util_map.png
15 x 15 tiles, from black (low) to pale yellow (high), 0 to 100% covered.
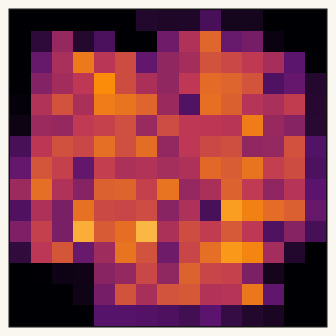
m3.png
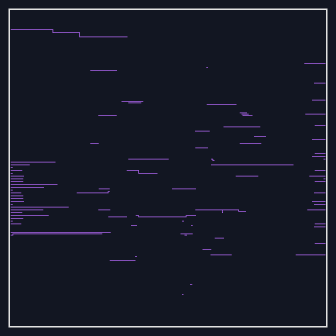
`config.mk`:
```
export PLATFORM = sky130hd
export DESIGN_NAME = meas_clock_sched
export DESIGN_NICKNAME = d
export VERILOG_FILES = /design/src/rtl/meas_clock_sched.sv
export SDC_FILE = /design/constraint.sdc
export NUM_CORES = 1
export LEC_CHECK = 0
export ABC_AREA = 0
export CAP_MARGIN = 40
export CORE_MARGIN = 5
export CORE_UTILIZATION = 35
export DETAILED_ROUTE_END_ITERATION = 10
export GPL_TIMING_DRIVEN = 1
export PLACE_DENSITY = 0.54
export SLEW_MARGIN = 40
export SYNTH_ARGS = -nofsm -noshare
export SYNTH_HDL_FRONTEND = slang
export SYNTH_SLANG_ARGS = --single-unit
```
`constraint.sdc`:
```
create_clock -name clk -period 2.7 [get_ports clk]
set_clock_uncertainty 0.15 [all_clocks]
set_input_delay 0.27 -clock clk [delete_from_list [all_inputs] [get_ports clk]]
set_output_delay 0.27 -clock clk [all_outputs]
set_load 0.02 [all_outputs]
```
`src/rtl/meas_clock_sched.sv`:
```
// Round-robin clock period/duty measurement scheduler: one shared cycle-counting engine
// time-multiplexed over NCH synchronized clock channels.
//   state    | meaning
//   S_IDLE   | no owner; arbitrate among requesting channels
//   S_SETTLE | mux switched, ignoring edges for SETTLE cycles
//   S_ARM    | waiting for the first rising edge (t0)
//   S_MEAS   | accumulating period/high counts over NAVG periods
//   S_DONE   | result held until consumer handshake
module meas_clock_sched #(
  parameter int NCH    = 4,
  parameter int CW     = 24,
  parameter int NAVG   = 8,
  parameter int SETTLE = 16,
  parameter int TMO    = 65535,
  localparam int CH_W  = (NCH > 1) ? $clog2(NCH) : 1
) (
  input  logic            clk,
  input  logic            rst,
  input  logic [NCH-1:0]  req,
  input  logic [NCH-1:0]  pos_edge,
  input  logic [NCH-1:0]  neg_edge,
  output logic [CH_W-1:0] sel,
  output logic [NCH-1:0]  grant,
  output logic            busy,
  output logic            res_valid,
  input  logic            res_ready,
  output logic [CH_W-1:0] res_ch,
  output logic [CW-1:0]   res_period,
  output logic [CW-1:0]   res_high,
  output logic            res_err
);

  localparam int ST_W = $clog2(SETTLE + 1);
  localparam int EW   = $clog2(NAVG + 1);

  typedef enum logic [2:0] {S_IDLE, S_SETTLE, S_ARM, S_MEAS, S_DONE} state_t;

  state_t          r_state;
  logic [CH_W-1:0] r_sel, r_ptr, r_res_ch;
  logic [NCH-1:0]  r_grant;
  logic            r_busy, r_valid, r_res_err, r_hflag;
  logic [ST_W-1:0] r_stl;
  logic [CW-1:0]   r_wd, r_per, r_high, r_res_per, r_res_high;
  logic [EW-1:0]   r_edge;

  logic [CH_W-1:0] w_cand [NCH];
  logic [CH_W-1:0] w_pick;
  logic            w_found, w_pos, w_neg;
  logic [CW-1:0]   w_per_nxt, w_high_nxt;

  // Candidate order: the channel after the pointer first, the pointer itself last.
  for (genvar g = 0; g < NCH; g++) begin : g_cand
    assign w_cand[g] = CH_W'((int'(r_ptr) + g + 1) % NCH);
  end

  always_comb begin
    w_found = 1'b0;
    w_pick  = '0;
    for (int i = 0; i < NCH; i++) begin
      if (!w_found && req[w_cand[i]]) begin
        w_found = 1'b1;
        w_pick  = w_cand[i];
      end
    end
  end

  assign w_pos      = pos_edge[r_sel];
  assign w_neg      = neg_edge[r_sel];
  assign w_per_nxt  = (&r_per) ? r_per : r_per + 1'b1;
  assign w_high_nxt = (r_hflag && !(&r_high)) ? r_high + 1'b1 : r_high;

  always_ff @(posedge clk) begin
    if (rst) begin
      r_state    <= S_IDLE;
      r_sel      <= '0;
      r_ptr      <= CH_W'(NCH - 1);
      r_grant    <= '0;
      r_busy     <= 1'b0;
      r_valid    <= 1'b0;
      r_res_ch   <= '0;
      r_res_per  <= '0;
      r_res_high <= '0;
      r_res_err  <= 1'b0;
      r_hflag    <= 1'b0;
      r_stl      <= '0;
      r_wd       <= '0;
      r_per      <= '0;
      r_high     <= '0;
      r_edge     <= '0;
    end else begin
      unique case (r_state)
        S_IDLE: begin
          if (w_found) begin
            r_sel   <= w_pick;
            r_grant <= NCH'(1) << w_pick;
            r_busy  <= 1'b1;
            r_stl   <= ST_W'(SETTLE);
            r_state <= S_SETTLE;
          end
        end
        S_SETTLE: begin
          if (r_stl <= ST_W'(1)) begin
            r_wd    <= CW'(TMO);
            r_state <= S_ARM;
          end else begin
            r_stl <= r_stl - 1'b1;
          end
        end
        S_ARM: begin
          if (w_pos) begin
            r_per   <= '0;
            r_high  <= '0;
            r_edge  <= '0;
            r_hflag <= 1'b1;
            r_wd    <= CW'(TMO);
            r_state <= S_MEAS;
          end else if (r_wd <= CW'(1)) begin
            r_res_ch   <= r_sel;
            r_res_per  <= '0;
            r_res_high <= '0;
            r_res_err  <= 1'b1;
            r_valid    <= 1'b1;
            r_state    <= S_DONE;
          end else begin
            r_wd <= r_wd - 1'b1;
          end
        end
        S_MEAS: begin
          r_per  <= w_per_nxt;
          r_high <= w_high_nxt;
          // A rising edge wins over a coincident falling edge.
          if (w_pos) begin
            r_hflag <= 1'b1;
            r_edge  <= r_edge + 1'b1;
            r_wd    <= CW'(TMO);
            if (r_edge == EW'(NAVG - 1)) begin
              r_res_ch   <= r_sel;
              r_res_per  <= w_per_nxt;
              r_res_high <= w_high_nxt;
              r_res_err  <= 1'b0;
              r_valid    <= 1'b1;
              r_state    <= S_DONE;
            end
          end else begin
            if (w_neg) r_hflag <= 1'b0;
            if (r_wd <= CW'(1)) begin
              r_res_ch   <= r_sel;
              r_res_per  <= w_per_nxt;
              r_res_high <= w_high_nxt;
              r_res_err  <= 1'b1;
              r_valid    <= 1'b1;
              r_state    <= S_DONE;
            end else begin
              r_wd <= r_wd - 1'b1;
            end
          end
        end
        S_DONE: begin
          if (res_ready) begin
            r_ptr   <= r_res_ch;
            r_grant <= '0;
            r_busy  <= 1'b0;
            r_valid <= 1'b0;
            r_state <= S_IDLE;
          end
        end
        default: r_state <= S_IDLE;
      endcase
    end
  end

  assign sel        = r_sel;
  assign grant      = r_grant;
  assign busy       = r_busy;
  assign res_valid  = r_valid;
  assign res_ch     = r_res_ch;
  assign res_period = r_res_per;
  assign res_high   = r_res_high;
  assign res_err    = r_res_err;

endmodule

```
==> flow_summary.json <==
{
  "warnings": 28,
  "worst_hold_slack_ns": 0.238,
  "cap_viol_max_count": 0,
  "end_kind": "flop",
  "fp.coreArea_um2": 20200,
  "worstSetupPathType": "flop to flop",
  "std_cell_rows": 52,
  "relSlewSlack": 0.578,
  "drive_gt1_frac": 0.0986,
  "antenna_found_initial": 0,
  "p_total_uw": 7210,
  "synth_area_um2": 7120,
  "tap_cells": 270,
  "leakage_uw": 0.00300,
  "switching_share": 0.324,
  "grt_pass1_wl_um": 31000,
  "fin_ws_ns": 0.229,
  "ir_drop_v": 0.000551,
  "ys_cells": 820,
  "drtIter0Drc": 333,
  "hold_end": "r_wd[20]",
  "post_cts.repair.setup_buffers": 0,
  "hold_depth": 4,
  "inv_count": 14,
  "reg2reg_slack_ns": 0.23,
  "p_switching_uw": 2340,
  "dp_cells": 1142,
  "cp_slowest_cell": "or4_4",
  "insertion_delay_ns": 0.43,
  "hpwlAfterDp_um": 12500,
  "status": "completed",
  "cts-htree-levels": 4,
  "grt_max_degree": 79,
  "final_cell_mix": "dfxtp_1, nor2_1, clkdlybuf4s50_1, a21oi_1, nand2_1",
  "yosysMostFrequentCell": "dfxtp_1",
  "critPathTopFamily": "simple AND/OR/NAND/NOR gates",
  "tns_ns": 0,
  "routed_wl_um": 18600,
  "p_int_uw": 4870,
  "cts_resized": 0,
  "cts_root_buffer": "clkbuf_16",
  "postPlaceCellArea_um2": 8280,
  "period_needed_ns": 2.47,
  "dr.pass1.iters": 5,
  "crit_required_ns": 2.87,
  "ys.flop_type": "dfxtp_1",
  "topCellsByArea": "dfxtp_1, a21oi_1, nor2_1",
  "rsz0062_at_grt": "false",
  "cts_hold_buf": 0,
  "worst-r2r-cell-count": 6,
  "clk_share": 0.0729,
  "initCoreUtil": 0.353,
  "drtAntennaViolNets": 0,
  "wl_met3_um": 817,
  "top_area_cell": "dfxtp_1",
  "die-area_um2": 23300,
  "buf_share": 0.120,
  "design_area_um2": 8930,
  "finalMaxSlewViolations": 0,
  "sequentialPowerShare": 0.350,
  "yosys-stat-area_um2": 7120,
  "wl_per_cell_um": 15.8,
  "fmax_mhz": 405,
  "critPathLaunch": "r_wd[19]",
  "place_congestion": 0.857,
  "routed_via_density": 5.31,
  "syn_area_per_cell_um2": 8.69,
  "grt_use_total": 0.160,
  "met1_usage": 0.218,
  "cts_buffer_depth": 2,
  "power.density_nw_per_um2": 807,
  "crit_chain": "or4_4 > nor4_4 > and2_1 > o21ai_4 > and2_4 > a22o_1",
  "nNetsFinal": 913,
  "path_max_fanout": 45,
  "clkPwrFrac": 0.365,
  "met3_usage": 0.0381,
  "place_ws_ns": 0.106,
  "area_dominant_class": "multi-input combinational cells"
}
## Picture notes: util_map.png
1.8% of the tiles are over 75% full. 15% of the tiles are nearly empty. The fullest tile reaches 84%. The emptiest ninth of the die: lower left. The mean over all tiles is 37%.

## Picture notes: m3.png
The wires run mostly horizontal. The longest straight run is 48.1 µm. The layer carries 817 µm of wire. 69 nets have wire on it. The layer holds 4.4% of the routed length.

-- cells by family (layout without fill, tap and decap cells) --
family | count (synthesis) | after routing | synth area share
xor+xnor | 62 | 62 | 0.0762
mux | 10 | 10 | 0.0176
fa+ha+maj | 7 | 7 | 0.0123
flops | 146 | 146 | 0.410
simple gates | 296 | 296 | 0.221
buf+inv | 75 | 158 | 0.0441
compound gates | 224 | 224 | 0.219
-- power groups by stage --
stage / clock network, µW / registers [µW] / logic, µW
2_1_floorplan: 0 / 2550 / 1400
3_3_place_gp: 0 / 2570 / 2070
3_5_place_dp: 0 / 2560 / 2070
4_1_cts: 2680 / 2520 / 2080
5_1_grt: 2760 / 2550 / 2300
6_report: 2630 / 2520 / 2060
Power is estimated from default activity; no workload was simulated.
